## config.mk

```make
export PLATFORM = sky130hd
export DESIGN_NAME = spi_debug_sequencer
export DESIGN_NICKNAME = d
export VERILOG_FILES = /design/src/rtl/spi_debug_sequencer.sv
export SDC_FILE = /design/constraint.sdc
export NUM_CORES = 1
export LEC_CHECK = 0
export CAP_MARGIN = 30
export CORE_MARGIN = 3
export CORE_UTILIZATION = 46
export CTS_CLUSTER_DIAMETER = 40
export DETAILED_ROUTE_END_ITERATION = 10
export GPL_TIMING_DRIVEN = 0
export PLACE_DENSITY = 0.95
export SLEW_MARGIN = 20
export SYNTH_ARGS = -nofsm -noshare
export SYNTH_HDL_FRONTEND = slang
export SYNTH_SLANG_ARGS = --single-unit
```

## constraint.sdc

```tcl
create_clock -name i_clock -period 2.76 [get_ports i_clock]
set_input_delay 0.69 -clock i_clock [delete_from_list [all_inputs] [get_ports i_clock]]
set_output_delay 0.69 -clock i_clock [all_outputs]
set_load 0.1 [all_outputs]
```

## src/rtl/spi_debug_sequencer.sv

```systemverilog
// Debug dump sequencer: halts the pipeline, walks registers 1..31 and/or latch words 0..3 through
// the decode interface and streams each word to the SPI slave. Optional macro: DUMP_CHECKSUM_EN.
module spi_debug_sequencer #(
  parameter int unsigned NB_BITS   = 32,
  parameter int unsigned NB_REG    = 5,
  parameter int unsigned HALT_WAIT = 2
) (
  input  logic               i_clock,
  input  logic               i_reset,
  input  logic               i_cmd_valid,
  input  logic [1:0]         i_cmd_code,
  input  logic [NB_BITS-1:0] i_word_data,
  input  logic               i_tx_ready,
  output logic [NB_BITS-1:0] o_req,
  output logic               o_in_use,
  output logic               o_halt,
  output logic [NB_BITS-1:0] o_tx_data,
  output logic               o_tx_valid,
  output logic               o_busy,
  output logic               o_done
);

  typedef enum logic [2:0] {StIdle, StHalt, StSel, StSend, StDone} state_e;
  typedef enum logic [1:0] {PhReg, PhLatch, PhSum} phase_e;

  localparam logic [3:0]        DrainInit = 4'(HALT_WAIT - 1);
  localparam logic [NB_REG-1:0] LastReg   = '1;

  state_e               state_q, state_d;
  phase_e               phase_q, phase_d;
  logic [1:0]           mode_q, mode_d;
  logic [3:0]           cnt_q, cnt_d;
  logic [NB_REG-1:0]    idx_q, idx_d;
  logic [1:0]           sel_q, sel_d;
  logic [NB_BITS-1:0]   tx_data_q, tx_data_d;
  logic                 tx_valid_q, tx_valid_d;
  logic                 last_item;
  logic                 abort;
`ifdef DUMP_CHECKSUM_EN
  logic [NB_BITS-1:0]   sum_q, sum_d;
`endif

  assign abort = i_cmd_valid && (i_cmd_code == 2'b00);

  always_comb begin
    state_d    = state_q;
    phase_d    = phase_q;
    mode_d     = mode_q;
    cnt_d      = cnt_q;
    idx_d      = idx_q;
    sel_d      = sel_q;
    tx_data_d  = tx_data_q;
    tx_valid_d = tx_valid_q;
    last_item  = 1'b0;
`ifdef DUMP_CHECKSUM_EN
    sum_d      = sum_q;
`endif

    unique case (state_q)
      StIdle: begin
        if (i_cmd_valid && (i_cmd_code != 2'b00)) begin
          mode_d  = i_cmd_code;
          cnt_d   = DrainInit;
          state_d = StHalt;
        end
      end
      StHalt: begin
        if (cnt_q == 4'd0) begin
          state_d = StSel;
          phase_d = (mode_q == 2'b11) ? PhLatch : PhReg;
          idx_d   = NB_REG'(1);
          sel_d   = 2'b00;
`ifdef DUMP_CHECKSUM_EN
          sum_d   = '0;
`endif
        end else begin
          cnt_d = cnt_q - 4'd1;
        end
      end
      StSel: begin
`ifdef DUMP_CHECKSUM_EN
        if (phase_q == PhSum) begin
          tx_data_d = sum_q;
        end else begin
          tx_data_d = i_word_data;
          sum_d     = sum_q ^ i_word_data;
        end
`else
        tx_data_d = i_word_data;
`endif
        tx_valid_d = 1'b1;
        state_d    = StSend;
      end
      StSend: begin
        if (i_tx_ready) begin
          tx_valid_d = 1'b0;
          state_d    = StSel;
          unique case (phase_q)
            PhReg: begin
              // Index saturates at the last register; latch phase ignores it.
              if (idx_q == LastReg) begin
                if (mode_q == 2'b10) begin
                  last_item = 1'b1;
                end else begin
                  phase_d = PhLatch;
                  sel_d   = 2'b00;
                end
              end else begin
                idx_d = idx_q + NB_REG'(1);
              end
            end
            PhLatch: begin
              if (sel_q == 2'b11) begin
                last_item = 1'b1;
              end else begin
                sel_d = sel_q + 2'b01;
              end
            end
            default: state_d = StDone;
          endcase
          if (last_item) begin
`ifdef DUMP_CHECKSUM_EN
            phase_d = PhSum;
`else
            state_d = StDone;
`endif
          end
        end
      end
      StDone: state_d = StIdle;
      default: state_d = StIdle;
    endcase

    // Abort beats a simultaneous handshake and never produces a done pulse.
    if (abort && (state_q != StIdle)) begin
      state_d    = StIdle;
      tx_valid_d = 1'b0;
    end
  end

  always_ff @(posedge i_clock or posedge i_reset) begin
    if (i_reset) begin
      state_q    <= StIdle;
      phase_q    <= PhReg;
      mode_q     <= 2'b00;
      cnt_q      <= 4'd0;
      idx_q      <= '0;
      sel_q      <= 2'b00;
      tx_data_q  <= '0;
      tx_valid_q <= 1'b0;
    end else begin
      state_q    <= state_d;
      phase_q    <= phase_d;
      mode_q     <= mode_d;
      cnt_q      <= cnt_d;
      idx_q      <= idx_d;
      sel_q      <= sel_d;
      tx_data_q  <= tx_data_d;
      tx_valid_q <= tx_valid_d;
    end
  end

`ifdef DUMP_CHECKSUM_EN
  always_ff @(posedge i_clock or posedge i_reset) begin
    if (i_reset) begin
      sum_q <= '0;
    end else begin
      sum_q <= sum_d;
    end
  end
`endif

  always_comb begin
    o_req = '0;
    if ((state_q == StSel) || (state_q == StSend)) begin
      if (phase_q == PhReg) begin
        o_req[16 +: NB_REG] = idx_q;
      end else if (phase_q == PhLatch) begin
        o_req[22:21] = sel_q;
      end
    end
  end

  assign o_in_use   = (state_q == StSel) || (state_q == StSend);
  assign o_halt     = (state_q == StHalt) || o_in_use;
  assign o_busy     = (state_q != StIdle);
  assign o_done     = (state_q == StDone);
  assign o_tx_data  = tx_data_q;
  assign o_tx_valid = tx_valid_q;

endmodule
```

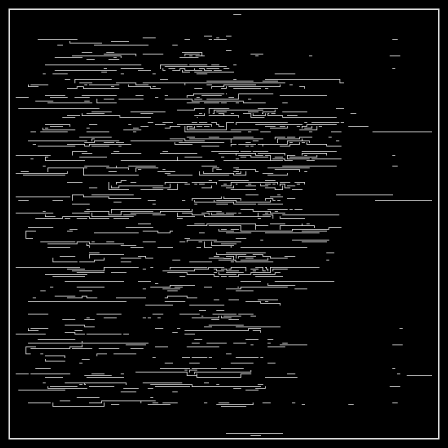
(run_1/m1.png)
main direction: horizontal
longest straight run: 26.7 um
nets with wire on the layer: 323
wire length on this layer: 2560 um
share of all routed wire: 38%
total via count in the routed design: 2069
post-detailed-routing wire length: 6.76 mm
GRT met1 Usage: 25.7%

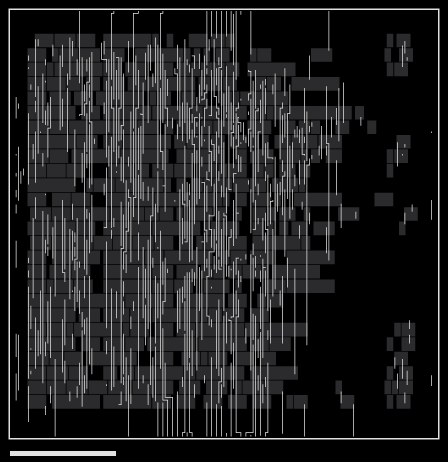
(run_1/m2.png)
Bar = 20 um. Cells faint in the background.
main direction: vertical
longest straight run: 33.8 um
wire length on this layer: 3370 um
nets with wire on the layer: 338
share of all routed wire: 50%
met2 Resource Use GR: 38.1%

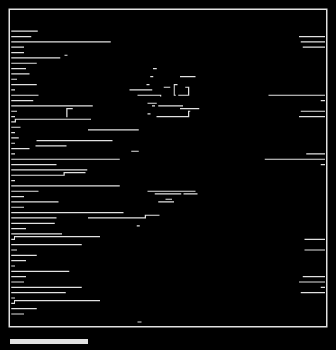
(run_1/m3.png)
Bar = 20 um.
share of all routed wire: 10%
main direction: horizontal
met3 Resource Use GR: 8.63%

==> results.cfg, run 1 <==
; generated from flow reports
[place]
globalplace.congestion = 0.823
placed_cell_area_sq_mm = 0.00359
preCtsSetupSlack_ns = -0.224
port_buffers = 81
dp.cells = 396
dp_hpwl_mm = 5.19

[synthesis]
yosys_area_sq_mm = 0.00256
synth.area.mux_share_pct = 15.4
synth.yosys.num_cells = 220
syn_avg_cell_area_sq_um = 11.6
yosysWarningCount = 0
yosysTopAreaCellShare_pct = 48.9
fraction_of_registers_with_async_set_reset_pct = 100
fa_ha_area_share_pct = 1.96
synth.cellmix.simpleShare_pct = 14.8
synthDominantAreaCellType = dfrtp_1
synth.cells.most_frequent = dfrtp_1, mux2_2, buf_4, inv_1, nand2_1
synthTopCellsByArea = dfrtp_1, mux2_2, buf_4
yosysUniqueCellTypes = 51
synth_area_sq_mm = 0.00256
netlist.top_cell.by_instances = dfrtp_1
synth.cellmix.compoundShare_pct = 8.17
ys_top_logic_family = multiplexers
ys_ff = 50
post_synth_xor_area_fraction_pct = 0
dominantRegCellSynth = dfrtp_1
portion_of_the_post_synthesis_area_used_by_sequential_elements_pct = 48.9
flip_flops_with_a_built_in_enable = 0

[final_layout]
layout_top_cell = clkdlybuf4s50_1
mostFrequentLayoutCells = clkdlybuf4s50_1, dfrtp_1, mux2_2
fin_area_sq_mm = 0.00364
dominant-cell-class = flip-flops and latches
final.fill_count = 344
antenna-diode-count = 0
n_all_buffers = 117
proportion_of_cell_area_spent_on_the_clock_network_pct = 2.20
register_area_sq_mm = 0.00125
final_layout_size_suffix_gt1_share_pct = 29.4
multi_input_comb_cells = 151
area_growth_pct = 42.4
finalCoreUtilization_pct = 69.5
largest_reg_flops = 32
comb_area_share_pct = 31.5
inverters_excl_clock = 8
seq-cell-share_pct = 34.4
area.combinational_sq_mm = 0.00115
design.seq.count = 50
nonClkBufAreaFrac_pct = 28.7
n_clock_buffer = 6
stdcell_count = 403
final_nets = 375

[sta]
worst_slew_pin_slew_ns = 1.00
final_min_period_over_clock_period_pct = 96.3
setup_total_negative_slack_ns = 0
finalSetupViolCount = 0
fin_worst_skew_ns = 0.00194
worst_slew_margin_rel_pct = 32.8
timing_max_transition_violations_final = 0
finalHoldViolCount = 0
hold_slack_ns = 0.513
timing.fmax_mhz = 376
timing.final.crit_period_ns = 2.66
rsz0062_at_grt = false

[hold_path]
hold-path-endpoint = o_tx_data[11]$_DFFE_PP0P_
hold_path.startpoint = o_tx_data[11]$_DFFE_PP0P_
min_delay_path_depth = 1
classification_of_the_worst_slack_hold_path = flop to flop

[cts]
ctsRootBufferMaster = clkbuf_8
tritoncts_clock_tree = built
cts.reportedPaths.clkPinSlew_ns = 0.09
worstSkewPairLatency_ns = 0.30
total_of_hold_buffers_inserted_after_clock_tree_synthesis = 0
clock_path_buffers = 2
post-cts-setup-buffer-count = 0
cts_buffers = 5
num_clock_sinks = 50
cts_resized = 33
htree_levels = 2

[setup_path]
crit_path_max_incr_delay_ns = 0.58
worst_setup_path_endpoint = o_req[17]
critical_path.endpoint_type = primary output
regToRegStartpoint = idx_q[0]$_DFFE_PP0P_
crit-reg2reg-capture = idx_q[2]$_DFFE_PP0P_
crit_type = flop to primary output
crit_start = state_q[1]$_DFFE_PP0P_
worst-r2r-setup-slack_ns = 0.76
cp-start-kind = flop
cp_num_buf_inv = 3
ff2ff_path_depth = 6
timing.critical_path.depth = 4
critical_path.slowest_cell = clkdlybuf4s18_2
timing.critical_path.max_delay_family = buffers and inverters
crit_path_max_fanout = 10
cp_data_required_time_ns = 2.07
critical_path.cell_chain = buf_2 > inv_1 > nor4_2 > clkdlybuf4s18_2
worst_ep_arrival_time_ns = 1.97

[routing]
ant_nets = 0
vias_per_cell = 5.13
highest_layer = met4
remaining_drc_errors = 0
wl_met3_um = 708
wl_per_cell_um = 16.8
drt_pass1_iterations = 4
first_iter_violations = 115
drt-met1-wl_mm = 2.56
met2_wirelength_mm = 3.37

[floorplanning]
num_tap_cells = 70
die_width_um = 80.5
placementRows = 26
fp-utilization_pct = 48.8
fp.dieH_um = 80.5
core_area_sq_mm = 0.00524

[grt]
grt_antenna_before_repair = 0
grt_pass1_vias = 2148
grt_first_pass_wirelength_mm = 11.0
grt_most_used_layer = met2
gr-usage-all-layers_pct = 22.2
grt_remaining_overflow = 0

[outcome]
status = complete, no violations

[flow_run]
cap_violations = 0
log.warning_count = 27
==> run 1 -> run 2 <==
--- a/config.mk
+++ b/config.mk
@@ -8,7 +8,7 @@
 export CAP_MARGIN = 30
 export CORE_MARGIN = 3
 export CORE_UTILIZATION = 46
-export CTS_CLUSTER_DIAMETER = 40
+export CTS_CLUSTER_DIAMETER = 200
 export DETAILED_ROUTE_END_ITERATION = 10
 export GPL_TIMING_DRIVEN = 0
 export PLACE_DENSITY = 0.95
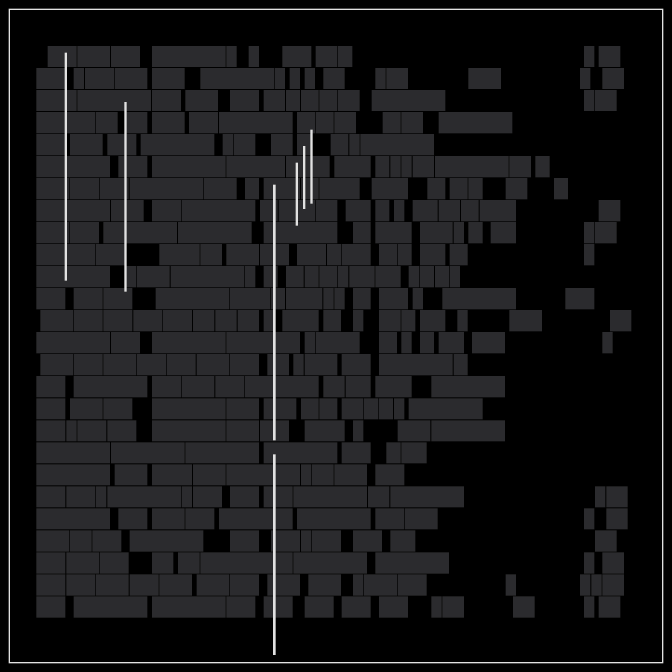
(run_2/m4.png)
Cells faint in the background.
share of all routed wire: 1.9%
wire length on this layer: 131 um
main direction: vertical
nets with wire on the layer: 7
longest straight run: 31.3 um

==> results.cfg, run 2 <==
; generated from flow reports
[routing]
met2_wirelength_mm = 3.37
first_iter_violations = 115
highest_layer = met4
wl_met3_um = 708
detailroute.via_count = 2069
drt_wl_total_mm = 6.76
vias_per_cell = 5.13
drt-met1-wl_mm = 2.56

[cts]
worstSkewPairLatency_ns = 0.30
cts.reportedPaths.clkPinSlew_ns = 0.09
total_of_hold_buffers_inserted_after_clock_tree_synthesis = 0
post-cts-setup-buffer-count = 0
cts_buffers = 5
num_clock_sinks = 50
ctsRootBufferMaster = clkbuf_8
htree_levels = 2
cts_resized = 33

[sta]
finalHoldViolCount = 0
timing.fmax_mhz = 376
rsz0062_at_grt = false
setup_total_negative_slack_ns = 0
worst_slew_margin_rel_pct = 32.8

[synthesis]
yosysTopAreaCellShare_pct = 48.9
yosysUniqueCellTypes = 51
synth.cells.most_frequent = dfrtp_1, mux2_2, buf_4, inv_1, nand2_1
fraction_of_registers_with_async_set_reset_pct = 100
fa_ha_area_share_pct = 1.96
ys_top_logic_family = multiplexers
yosys_area_sq_mm = 0.00256
portion_of_the_post_synthesis_area_used_by_sequential_elements_pct = 48.9
post_synth_xor_area_fraction_pct = 0
synth_area_sq_mm = 0.00256

[place]
globalplace.congestion = 0.823
port_buffers = 81
dp.cells = 396
placed_cell_area_sq_mm = 0.00359
preCtsSetupSlack_ns = -0.224

[final_layout]
multi_input_comb_cells = 151
proportion_of_cell_area_spent_on_the_clock_network_pct = 2.20
stdcell_count = 403
final_nets = 375
mostFrequentLayoutCells = clkdlybuf4s50_1, dfrtp_1, mux2_2
fin_area_sq_mm = 0.00364
design.seq.count = 50
n_clock_buffer = 6

[setup_path]
cp_num_buf_inv = 3
timing.critical_path.depth = 4
cp-start-kind = flop
ff2ff_path_depth = 6
critical_path.endpoint_type = primary output
critical_path.cell_chain = buf_2 > inv_1 > nor4_2 > clkdlybuf4s18_2
cp_data_required_time_ns = 2.07
worst-r2r-setup-slack_ns = 0.76
crit_start = state_q[1]$_DFFE_PP0P_
timing.critical_path.max_delay_family = buffers and inverters
crit-reg2reg-capture = idx_q[2]$_DFFE_PP0P_

[floorplanning]
fp-utilization_pct = 48.8
num_tap_cells = 70
die_width_um = 80.5
core_area_sq_mm = 0.00524

[flow_run]
log.warning_count = 27

[grt]
grt_remaining_overflow = 0
grt_pass1_vias = 2148
grt_antenna_before_repair = 0
grtUsageMet2_pct = 38.1

[outcome]
status = complete, no violations

[hold_path]
hold_path.startpoint = o_tx_data[11]$_DFFE_PP0P_
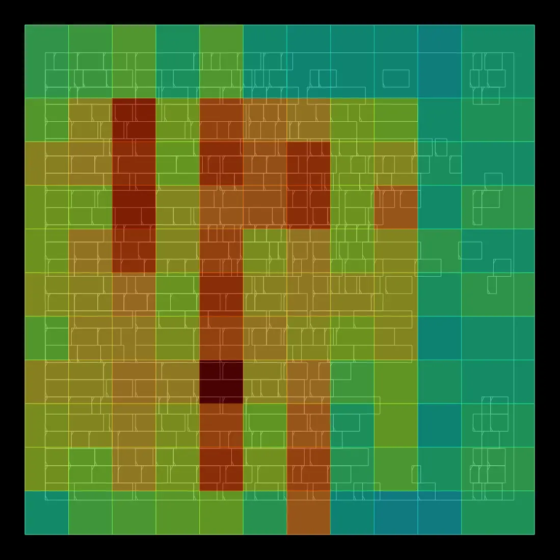
(run_2/congestion_map.png)
utilization after layout: 69.5%
overall track demand over capacity in global routing: 22.2%
highest-utilization routing layer at the global route stage: met2

==> run_2/m2.png <==
Bar = 20 um. Cells faint in the background.
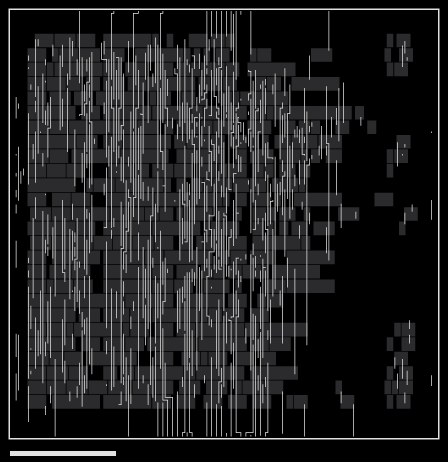

==> run 2 -> run 3 <==
--- a/config.mk
+++ b/config.mk
@@ -6,6 +6,7 @@
 export NUM_CORES = 1
 export LEC_CHECK = 0
 export CAP_MARGIN = 30
+export CORE_ASPECT_RATIO = 1.2
 export CORE_MARGIN = 3
 export CORE_UTILIZATION = 46
 export CTS_CLUSTER_DIAMETER = 200
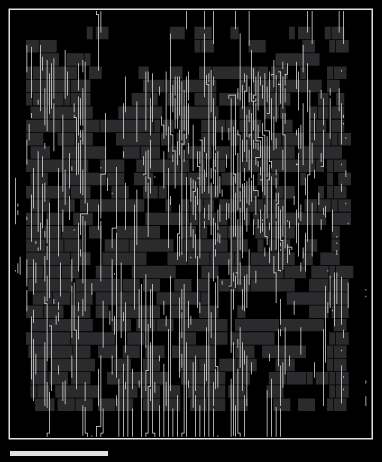
(run_3/m2.png)
Bar = 20 um. Cells faint in the background.
nets with wire on the layer: 330
share of all routed wire: 54%
main direction: vertical
met2 Resource Use GR: 33.6%
total via count in the routed design: 2026
post-detailed-routing wire length: 5.87 mm

==> results.cfg, run 3 <==
; generated from flow reports
[outcome]
status = complete, no violations

[grt]
grt_met1_usage_pct = 22.7
grt_antenna_before_repair = 0
grt_first_pass_wirelength_mm = 9.78
gr-usage-all-layers_pct = 19.3
grt_remaining_overflow = 0
grt_start_max_net_pins = 29
grt_most_used_layer = met2
grt_pass1_vias = 2115

[routing]
drt-met1-wl_mm = 2.19
remaining_drc_errors = 0
highest_layer = met4
ant_nets = 0
wl_per_cell_um = 14.8
drt_pass1_iterations = 4
vias_per_cell = 5.12
met2_wirelength_mm = 3.15
first_iter_violations = 94

[final_layout]
area_growth_pct = 43.4
fin_area_sq_mm = 0.00366
final.fill_count = 436
dominant-cell-class = flip-flops and latches
multi_input_comb_cells = 151
n_clock_buffer = 5
finalCoreUtilization_pct = 68.7
largest_reg_flops = 32
layout_top_cell = clkdlybuf4s50_1
register_area_sq_mm = 0.00125
final_layout_size_suffix_gt1_share_pct = 30.2
stdcell_count = 396
seq-cell-share_pct = 34.1
design.seq.count = 50
mostFrequentLayoutCells = clkdlybuf4s50_1, dfrtp_1, mux2_2
comb_area_share_pct = 31.3
nonClkBufAreaFrac_pct = 28.5
n_all_buffers = 117
inverters_excl_clock = 8
antenna-diode-count = 0
final_nets = 375
proportion_of_cell_area_spent_on_the_clock_network_pct = 3.07

[setup_path]
worst_ep_arrival_time_ns = 1.94
critical_path.slowest_cell = clkdlybuf4s18_2
crit-reg2reg-capture = idx_q[2]$_DFFE_PP0P_
critical_path.endpoint_type = primary output
timing.critical_path.max_delay_family = buffers and inverters
ff2ff_path_depth = 6
regToRegStartpoint = idx_q[0]$_DFFE_PP0P_
crit_path_max_incr_delay_ns = 0.56
critical_path.cell_chain = buf_2 > buf_1 > nor3b_2 > clkdlybuf4s18_2
worst_setup_path_endpoint = o_done
worst-r2r-setup-slack_ns = 0.81
cp-start-kind = flop
timing.critical_path.depth = 4
crit_path_max_fanout = 10
cp_num_buf_inv = 3
cp_data_required_time_ns = 2.07

[synthesis]
ys_ff = 50
synth.area.mux_share_pct = 15.4
yosysTopAreaCellShare_pct = 48.9
synth.cellmix.simpleShare_pct = 14.8
yosysWarningCount = 0
portion_of_the_post_synthesis_area_used_by_sequential_elements_pct = 48.9
fa_ha_area_share_pct = 1.96
yosysUniqueCellTypes = 51
netlist.top_cell.by_instances = dfrtp_1
synth.yosys.num_cells = 220
synth.cellmix.compoundShare_pct = 8.17
synthTopCellsByArea = dfrtp_1, mux2_2, buf_4
synth.cells.most_frequent = dfrtp_1, mux2_2, buf_4, inv_1, nand2_1
fraction_of_registers_with_async_set_reset_pct = 100
post_synth_xor_area_fraction_pct = 0
synthDominantAreaCellType = dfrtp_1
yosys_area_sq_mm = 0.00256
syn_avg_cell_area_sq_um = 11.6
ys_top_logic_family = multiplexers
dominantRegCellSynth = dfrtp_1
synth_area_sq_mm = 0.00256

[sta]
hold_slack_ns = 0.511
fin_worst_skew_ns = 0.00555
worst_slew_pin_slew_ns = 0.997
layout_setup_ws_ns = 0.132
worst_slew_margin_rel_pct = 33.3
timing.final.crit_period_ns = 2.63
rsz0062_at_grt = false
setup_total_negative_slack_ns = 0
timing_max_transition_violations_final = 0
finalSetupViolCount = 0
timing.fmax_mhz = 380
final_min_period_over_clock_period_pct = 95.2

[place]
dp_hpwl_mm = 4.60
placed_cell_area_sq_mm = 0.00358
dp.cells = 388
globalplace.congestion = 0.856
port_buffers = 81

[floorplanning]
die_width_um = 74.1
core_area_sq_mm = 0.00533
fp.dieH_um = 87.7
num_tap_cells = 62
fp-utilization_pct = 47.9
placementRows = 29

[cts]
cts_buffers = 5
htree_levels = 2
post-cts-setup-buffer-count = 0
tritoncts_clock_tree = built
total_of_hold_buffers_inserted_after_clock_tree_synthesis = 0
num_clock_sinks = 50
ctsRootBufferMaster = clkbuf_8
worstSkewPairLatency_ns = 0.29
cts_resized = 39
clock_path_buffers = 2
cts.reportedPaths.clkPinSlew_ns = 0.09

[hold_path]
hold_path.startpoint = o_tx_data[25]$_DFFE_PP0P_
min_delay_path_depth = 1
classification_of_the_worst_slack_hold_path = flop to flop
hold-path-endpoint = o_tx_data[25]$_DFFE_PP0P_

[flow_run]
cap_violations = 0
log.warning_count = 27
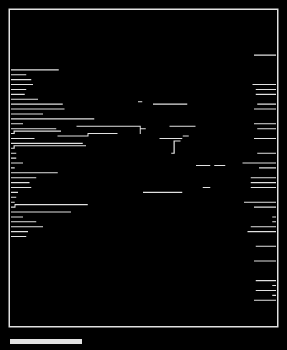
(run_3/m3.png)
Bar = 20 um.
wire length on this layer: 516 um
longest straight run: 22.8 um
share of all routed wire: 8.8%
nets with wire on the layer: 72
main direction: horizontal
met3 Resource Use GR: 6.77%

